--- config.mk ---
export PLATFORM = sky130hd
export DESIGN_NAME = adder_arbiter_flat
export DESIGN_NICKNAME = d
export VERILOG_FILES = /design/src/rtl/adder_arbiter_pkg.sv /design/src/rtl/adder_arbiter_if.sv /design/src/rtl/adder_arbiter_rr_arbiter.sv /design/src/rtl/adder_arbiter.sv /design/src/flat_wrapper.sv
export SDC_FILE = /design/constraint.sdc
export NUM_CORES = 1
export LEC_CHECK = 0
export CAP_MARGIN = 20
export CORE_AREA = 2 2 156 158
export DETAILED_ROUTE_END_ITERATION = 8
export DIE_AREA = 0 0 158 160
export GPL_ROUTABILITY_DRIVEN = 1
export PLACE_DENSITY_LB_ADDON = 0.1
export SLEW_MARGIN = 15
export SYNTH_ARGS = -nofsm -noshare
export SYNTH_HDL_FRONTEND = slang
export SYNTH_SLANG_ARGS = --single-unit
--- constraint.sdc ---
create_clock -name M100CLK -period 16.3 [get_ports M100CLK]
set_input_delay 4.89 -clock M100CLK [delete_from_list [all_inputs] [get_ports M100CLK]]
set_output_delay 4.89 -clock M100CLK [all_outputs]
set_load 0.02 [all_outputs]
--- src/rtl/adder_arbiter_pkg.sv ---
// adder_arbiter_pkg: shared defaults and FSM state type for the adder arbiter
package adder_arbiter_pkg;
    localparam int N_REQ_DEF = 4;
    localparam int DATA_W_DEF = 32;
    localparam int ADDER_LAT_DEF = 1;
    localparam int ID_W_DEF = $clog2(N_REQ_DEF);
    typedef enum logic [1:0] {WARM, IDLE, WAIT, DONE} state_t;
endpackage

--- src/rtl/adder_arbiter_if.sv ---
// adder_arbiter_if: requester, adder and result signals of the adder arbiter
// slave = arbiter side: takes requests/operands/add_sum/res_ready, drives grants/adder operands/result/busy
// master = environment side (requesters, adder, result consumer)
interface adder_arbiter_if import adder_arbiter_pkg::*; #(
    parameter int N_REQ = N_REQ_DEF,
    parameter int DATA_W = DATA_W_DEF
);
    localparam int ID_W = $clog2(N_REQ);
    logic [N_REQ-1:0] chan_en;
    logic [N_REQ-1:0] req_valid;
    logic [N_REQ*DATA_W-1:0] req_i;
    logic [N_REQ*DATA_W-1:0] req_q;
    logic [N_REQ-1:0] req_ready;
    logic [DATA_W-1:0] add_i;
    logic [DATA_W-1:0] add_q;
    logic [DATA_W-1:0] add_sum;
    logic res_valid;
    logic res_ready;
    logic [DATA_W-1:0] res_sum;
    logic [ID_W-1:0] res_id;
    logic busy;
    modport slave (
        input chan_en, req_valid, req_i, req_q, add_sum, res_ready,
        output req_ready, add_i, add_q, res_valid, res_sum, res_id, busy
    );
    modport master (
        output chan_en, req_valid, req_i, req_q, add_sum, res_ready,
        input req_ready, add_i, add_q, res_valid, res_sum, res_id, busy
    );
endinterface

--- src/rtl/adder_arbiter_rr_arbiter.sv ---
// adder_arbiter_rr_arbiter: combinational round-robin pick of the first eligible requester from ptr upward
// elig: eligible mask; ptr: highest-priority index; grant: one-hot winner; idx: winner index; any: elig nonzero
module adder_arbiter_rr_arbiter #(
    parameter int N_REQ = 4,
    parameter int ID_W = $clog2(N_REQ)
) (
    input  logic [N_REQ-1:0] elig,
    input  logic [ID_W-1:0]  ptr,
    output logic [N_REQ-1:0] grant,
    output logic [ID_W-1:0]  idx,
    output logic             any
);
    logic [N_REQ-1:0] rot;
    logic [ID_W-1:0] off;
    logic [ID_W:0] sum;
    // rotate so ptr lands at bit 0; the lowest set bit is then the offset from ptr
    assign rot = N_REQ'({elig, elig} >> ptr);
    always_comb begin
        off = '0;
        for (int k = N_REQ - 1; k >= 0; k--)
            if (rot[k]) off = ID_W'(k);
    end
    assign sum = {1'b0, ptr} + {1'b0, off};
    assign idx = sum >= (ID_W + 1)'(N_REQ) ? ID_W'(sum - (ID_W + 1)'(N_REQ)) : sum[ID_W-1:0];
    assign any = |elig;
    assign grant = any ? N_REQ'(1) << idx : '0;
endmodule

--- src/rtl/adder_arbiter.sv ---
// adder_arbiter: round-robin sharing of one registered I/Q averaging adder among N_REQ requesters
// M100CLK: clock; reset: sync active-high; bus: requests/grants, adder operands/sum, tagged result, busy
module adder_arbiter import adder_arbiter_pkg::*; #(
    parameter int N_REQ = N_REQ_DEF,
    parameter int DATA_W = DATA_W_DEF,
    parameter int ADDER_LAT = ADDER_LAT_DEF
) (
    input logic M100CLK,
    input logic reset,
    adder_arbiter_if.slave bus
);
    localparam int ID_W = $clog2(N_REQ);
    localparam int CNT_W = $clog2(ADDER_LAT + 1);
    state_t state, state_nx;
    logic [ID_W-1:0] rr_ptr, win_idx;
    logic [N_REQ-1:0] elig, win_grant;
    logic any, grant;
    logic [CNT_W-1:0] wait_cnt;
    assign elig = bus.req_valid & bus.chan_en;
    adder_arbiter_rr_arbiter #(.N_REQ(N_REQ), .ID_W(ID_W)) u_rr (
        .elig(elig),
        .ptr(rr_ptr),
        .grant(win_grant),
        .idx(win_idx),
        .any(any)
    );
    assign grant = state == IDLE && any;
    assign bus.req_ready = grant ? win_grant : '0;
    assign bus.busy = state != IDLE;
    always_comb begin
        state_nx = IDLE;
        state_nx = state == WARM ? IDLE :
                   state == IDLE ? (any ? WAIT : IDLE) :
                   state == WAIT ? (wait_cnt == '0 ? DONE : WAIT) :
                   state == DONE ? (bus.res_ready ? IDLE : DONE) : IDLE;
    end
    always_ff @(posedge M100CLK) begin
        if (reset) begin
            state <= WARM;
            rr_ptr <= '0;
            wait_cnt <= '0;
            bus.add_i <= '0;
            bus.add_q <= '0;
            bus.res_valid <= 1'b0;
            bus.res_sum <= '0;
            bus.res_id <= '0;
        end else begin
            state <= state_nx;
            if (grant) begin
                bus.add_i <= bus.req_i[win_idx*DATA_W +: DATA_W];
                bus.add_q <= bus.req_q[win_idx*DATA_W +: DATA_W];
                bus.res_id <= win_idx;
                rr_ptr <= win_idx == ID_W'(N_REQ - 1) ? '0 : win_idx + 1'b1;
                wait_cnt <= CNT_W'(ADDER_LAT);
            end
            if (state == WAIT && wait_cnt != '0) wait_cnt <= wait_cnt - 1'b1;
            if (state == WAIT && wait_cnt == '0) begin
                bus.res_sum <= bus.add_sum;
                bus.res_valid <= 1'b1;
            end
            if (state == DONE && bus.res_ready) bus.res_valid <= 1'b0;
        end
    end
endmodule

--- src/flat_wrapper.sv ---
// flat-port wrapper written by rule: the top's interface ports become plain ports
module adder_arbiter_flat import adder_arbiter_pkg::*;
#(
    parameter int N_REQ = N_REQ_DEF,
    parameter int DATA_W = DATA_W_DEF,
    parameter int ADDER_LAT = ADDER_LAT_DEF
)
  (M100CLK, reset, bus_chan_en, bus_req_valid, bus_req_i, bus_req_q, bus_add_sum, bus_res_ready, bus_req_ready, bus_add_i, bus_add_q, bus_res_valid, bus_res_sum, bus_res_id, bus_busy);
  adder_arbiter_if #(.N_REQ(N_REQ), .DATA_W(DATA_W)) bus_i ();
  input logic M100CLK;
  input logic reset;
  input wire logic [$bits(bus_i.chan_en)-1:0] bus_chan_en;
  input wire logic [$bits(bus_i.req_valid)-1:0] bus_req_valid;
  input wire logic [$bits(bus_i.req_i)-1:0] bus_req_i;
  input wire logic [$bits(bus_i.req_q)-1:0] bus_req_q;
  input wire logic [$bits(bus_i.add_sum)-1:0] bus_add_sum;
  input wire logic [$bits(bus_i.res_ready)-1:0] bus_res_ready;
  output wire logic [$bits(bus_i.req_ready)-1:0] bus_req_ready;
  output wire logic [$bits(bus_i.add_i)-1:0] bus_add_i;
  output wire logic [$bits(bus_i.add_q)-1:0] bus_add_q;
  output wire logic [$bits(bus_i.res_valid)-1:0] bus_res_valid;
  output wire logic [$bits(bus_i.res_sum)-1:0] bus_res_sum;
  output wire logic [$bits(bus_i.res_id)-1:0] bus_res_id;
  output wire logic [$bits(bus_i.busy)-1:0] bus_busy;
  assign bus_i.chan_en = bus_chan_en;
  assign bus_i.req_valid = bus_req_valid;
  assign bus_i.req_i = bus_req_i;
  assign bus_i.req_q = bus_req_q;
  assign bus_i.add_sum = bus_add_sum;
  assign bus_i.res_ready = bus_res_ready;
  assign bus_req_ready = bus_i.req_ready;
  assign bus_add_i = bus_i.add_i;
  assign bus_add_q = bus_i.add_q;
  assign bus_res_valid = bus_i.res_valid;
  assign bus_res_sum = bus_i.res_sum;
  assign bus_res_id = bus_i.res_id;
  assign bus_busy = bus_i.busy;
  adder_arbiter #(.N_REQ(N_REQ), .DATA_W(DATA_W), .ADDER_LAT(ADDER_LAT)) u_core (.M100CLK(M100CLK), .reset(reset), .bus(bus_i));
endmodule
==> images/final_congestion.png <==
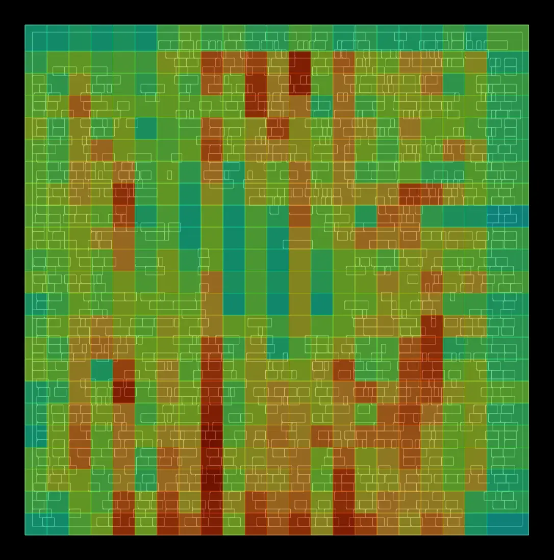
All-Layer GR Usage: 20.5%
Routed wire per std cell: 19.5 um
GRT Max-Usage Layer: met2

==> images/gate_families.png <==
(1.5 px per um)
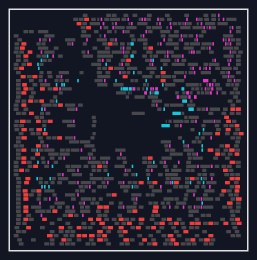
- NOR gates: cyan (cells 56; most used nor2_1)
- NAND gates: magenta (cells 145; most used nand2_1; where spread over the die)
- multiplexers: red (cells 131; most used mux2i_1; where spread over the die)

==> images/pins.png <==
(3 px per um) Pins as bars across the die edge, other pins in gray.
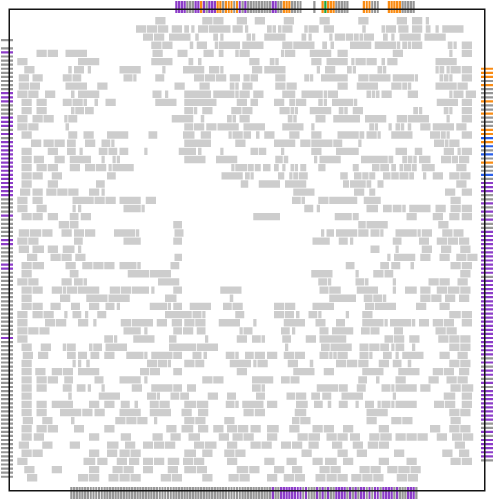
- bus_chan_en: blue (pins 4; direction input; edge right)
- bus_req_q: purple (pins 128; direction input; edge 54 right, 32 bottom, 28 left, 14 top)
- bus_add_sum: orange (pins 32; direction input; edge 22 top, 10 right)
- bus_busy: green (pins 1; direction output; edge top)

==> images/registers.png <==
(1.5 px per um) Other sequential cells in the stronger gray, the rest of the logic in the fainter gray.
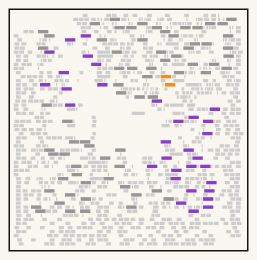
- u_core.rr_ptr: orange (placed flops 2)
- u_core.bus.add_q: purple (placed flops 32)

==> results.cfg <==
; synthesis and place-and-route metrics
[logic_synthesis]
synth_flops = 104
top_area_cell = dfxtp_1
synth_top_area_share_pct = 33.8
synthAoiAreaFrac_pct = 24.4
async_flop_share_pct = 0
logic_family = AND-OR/OR-AND gates
synth-simple-area-share_pct = 14.3
top_cells_by_count = nand2_1, dfxtp_1, mux2i_1, clkbuf_1, o311ai_0
ys.warnings.count = 0
synth_cells = 707
syn_area_per_cell_um2 = 8.71
ys_area_um2 = 6160
synth_seq_share_pct = 33.8
synthFlopType = dfxtp_1
xor_share_pct = 0
adder_share_pct = 0.406
top_cell = nand2_1
synth_stat.cells = 707
synthTopCellsByArea = dfxtp_1, mux2i_1, o311ai_0
floorplan.nets = 1008
synth_cell_types = 43
synth-edff-count = 0
mux_area_share_pct = 21.8
synth_area_um2 = 6160

[cells_and_area]
largest_cell_class = non-clock buffers
reg.largest.list = u_core.bus.add_i (32), u_core.bus.add_q (32), u_core.bus.res_sum (32)
seqCellArea_um2 = 2080
syn2layout_area_growth_pct = 74.4
layout_top_cell = clkdlybuf4s50_1
finish.instance_area_um2 = 10700
n_all_buffers = 412
nClkBuffers = 9
sh_comb_area_pct = 35.7
final_nets = 1354
drive_gt1_share_pct = 7.37
multi_input_comb_cells = 524
num-nonclk-inverters = 2
final-clk-cell-share_pct = 2.92
diodes = 0
buf_share_pct = 38.2
lay_top_cells = clkdlybuf4s50_1, nand2_1, mux2i_1, dfxtp_1, o311ai_0
sh_seq_area_pct = 19.4
fillers = 2423

[sta]
fin_ws_ns = 2.06
period_used_pct = 87.4
finalSetupTns_ns = 0
min_period_ns = 14.24
fmax_mhz = 70.2
finalClockSkew_ns = 0.00865
hold_viol_final = 0
setup_viol = 0
maxSlewViolCount = 0
rsz0062_at_grt = false
whs_ns = 0.455
relSlewSlack_pct = 35.3
tightest_slew_ns = 0.966

[die]
die_h_um = 160
dieArea_um2 = 25300
core_util_floorplan_pct = 25.8
rows = 57
core_area_um2 = 23800
ioPinCount = 403
die_w_um = 158

[worst_setup_path]
critPathKind = in -> out
critPathMaxStageDelay_ns = 0.62
r2r_slack_ns = 12.03
crit_path_start_kind = input pin
startpoint = bus_req_valid[1]
crit_arrival_ns = 9.35
r2r-end = u_core.rr_ptr[1]
crit_fanout = 42
r2r-start = u_core.rr_ptr[0]
cp_slowest_cell = clkdlybuf4s50_1
ff2ff_path_depth = 15
endpoint_kind = primary output
cp_cell_sequence = clkdlybuf4s50_1 > nand2_1 > o21a_1 > a21oi_1 > a21oi_1 > o32ai_1 > ha_4 > nand2b_1 > or4_1 > o2111ai_2 > buf_4 > nor3_4 > inv_2 > ha_1 > and2_1 > clkdlybuf4s50_1

[drt]
drtAntennaViolNets = 0
avgViaCountPerCell = 4.94
first_pass_iters = 5
drt_iter0_drc = 361
totalWireLength_mm = 27.0
via_count = 6822

[clocking]
post-cts-setup-buffers = 0
clock-root-buffer = clkbuf_16
ctsResizeCount = 0
cts_buffer_depth = 2
htreeDepth = 3
clk_latency_ns = 0.35
cts_made_buffers = 9
cts_tree = done
cts.clk_slew.worst_paths_ns = 0.08
cts_sinks = 104

[global_route]
grt_antenna_before_repair = 0
use_met3_pct = 5.18
grt_pass1_wl_mm = 39.5
grtUsageMet2_pct = 35.7
grt.overflow.total = 0
use_met1_pct = 25.1
grt_pass1_vias = 6660

[place]
port_buffers = 402
dpl-instance-area_um2 = 10400
dp_hpwl_mm = 20.2
routabilityCongestion = 0.792
place_ws_ns = 2.01

[worst_hold_path]
hold_path.class = reg -> reg
hp-start = u_core.bus.res_sum[31]
worstHoldPathCells = 2
min_to = u_core.bus.res_sum[31]

[pwr]
powerDensity_nw_per_um2 = 99.7
power_leakage_nw = 3.77
ir_worst_vdd_uv = 54.9

[run]
drv_cap = 0
warning_count = 26

[outcome]
status = completed
[layer usage]
metal | routed length (um) | up-vias
met1 | 11200 | 3136
met5 | 0 | -
met3 | 2140 | 26
met2 | 13200 | 289
met4 | 454 | 0
li1 | - | 3371
[report_power, final]
group | switching, W | leakage [nW] | internal, W
Sequential | 0.0000204 | 0.848 | 0.000288
Combinational | 0.000282 | 2.77 | 0.000247
Clock | 0.000110 | 0.152 | 0.000123
[per-stage QoR]
stage,total power (W),instances
after floorplan,0.000616,707
after global placement,0.000848,1366
after detailed placement,0.000849,1366
after CTS,0.00109,1382
after global routing,0.00113,1382
final,0.00107,1382
[critical path: cells and delay by family]
kind | cells | cell delay, ns
compound gates | 5 | 0.74
fa+ha+maj | 2 | 0.79
buf+inv | 4 | 1.98
simple gates | 5 | 0.90
Power figures rest on the tool's default switching activity, not on a simulated workload.
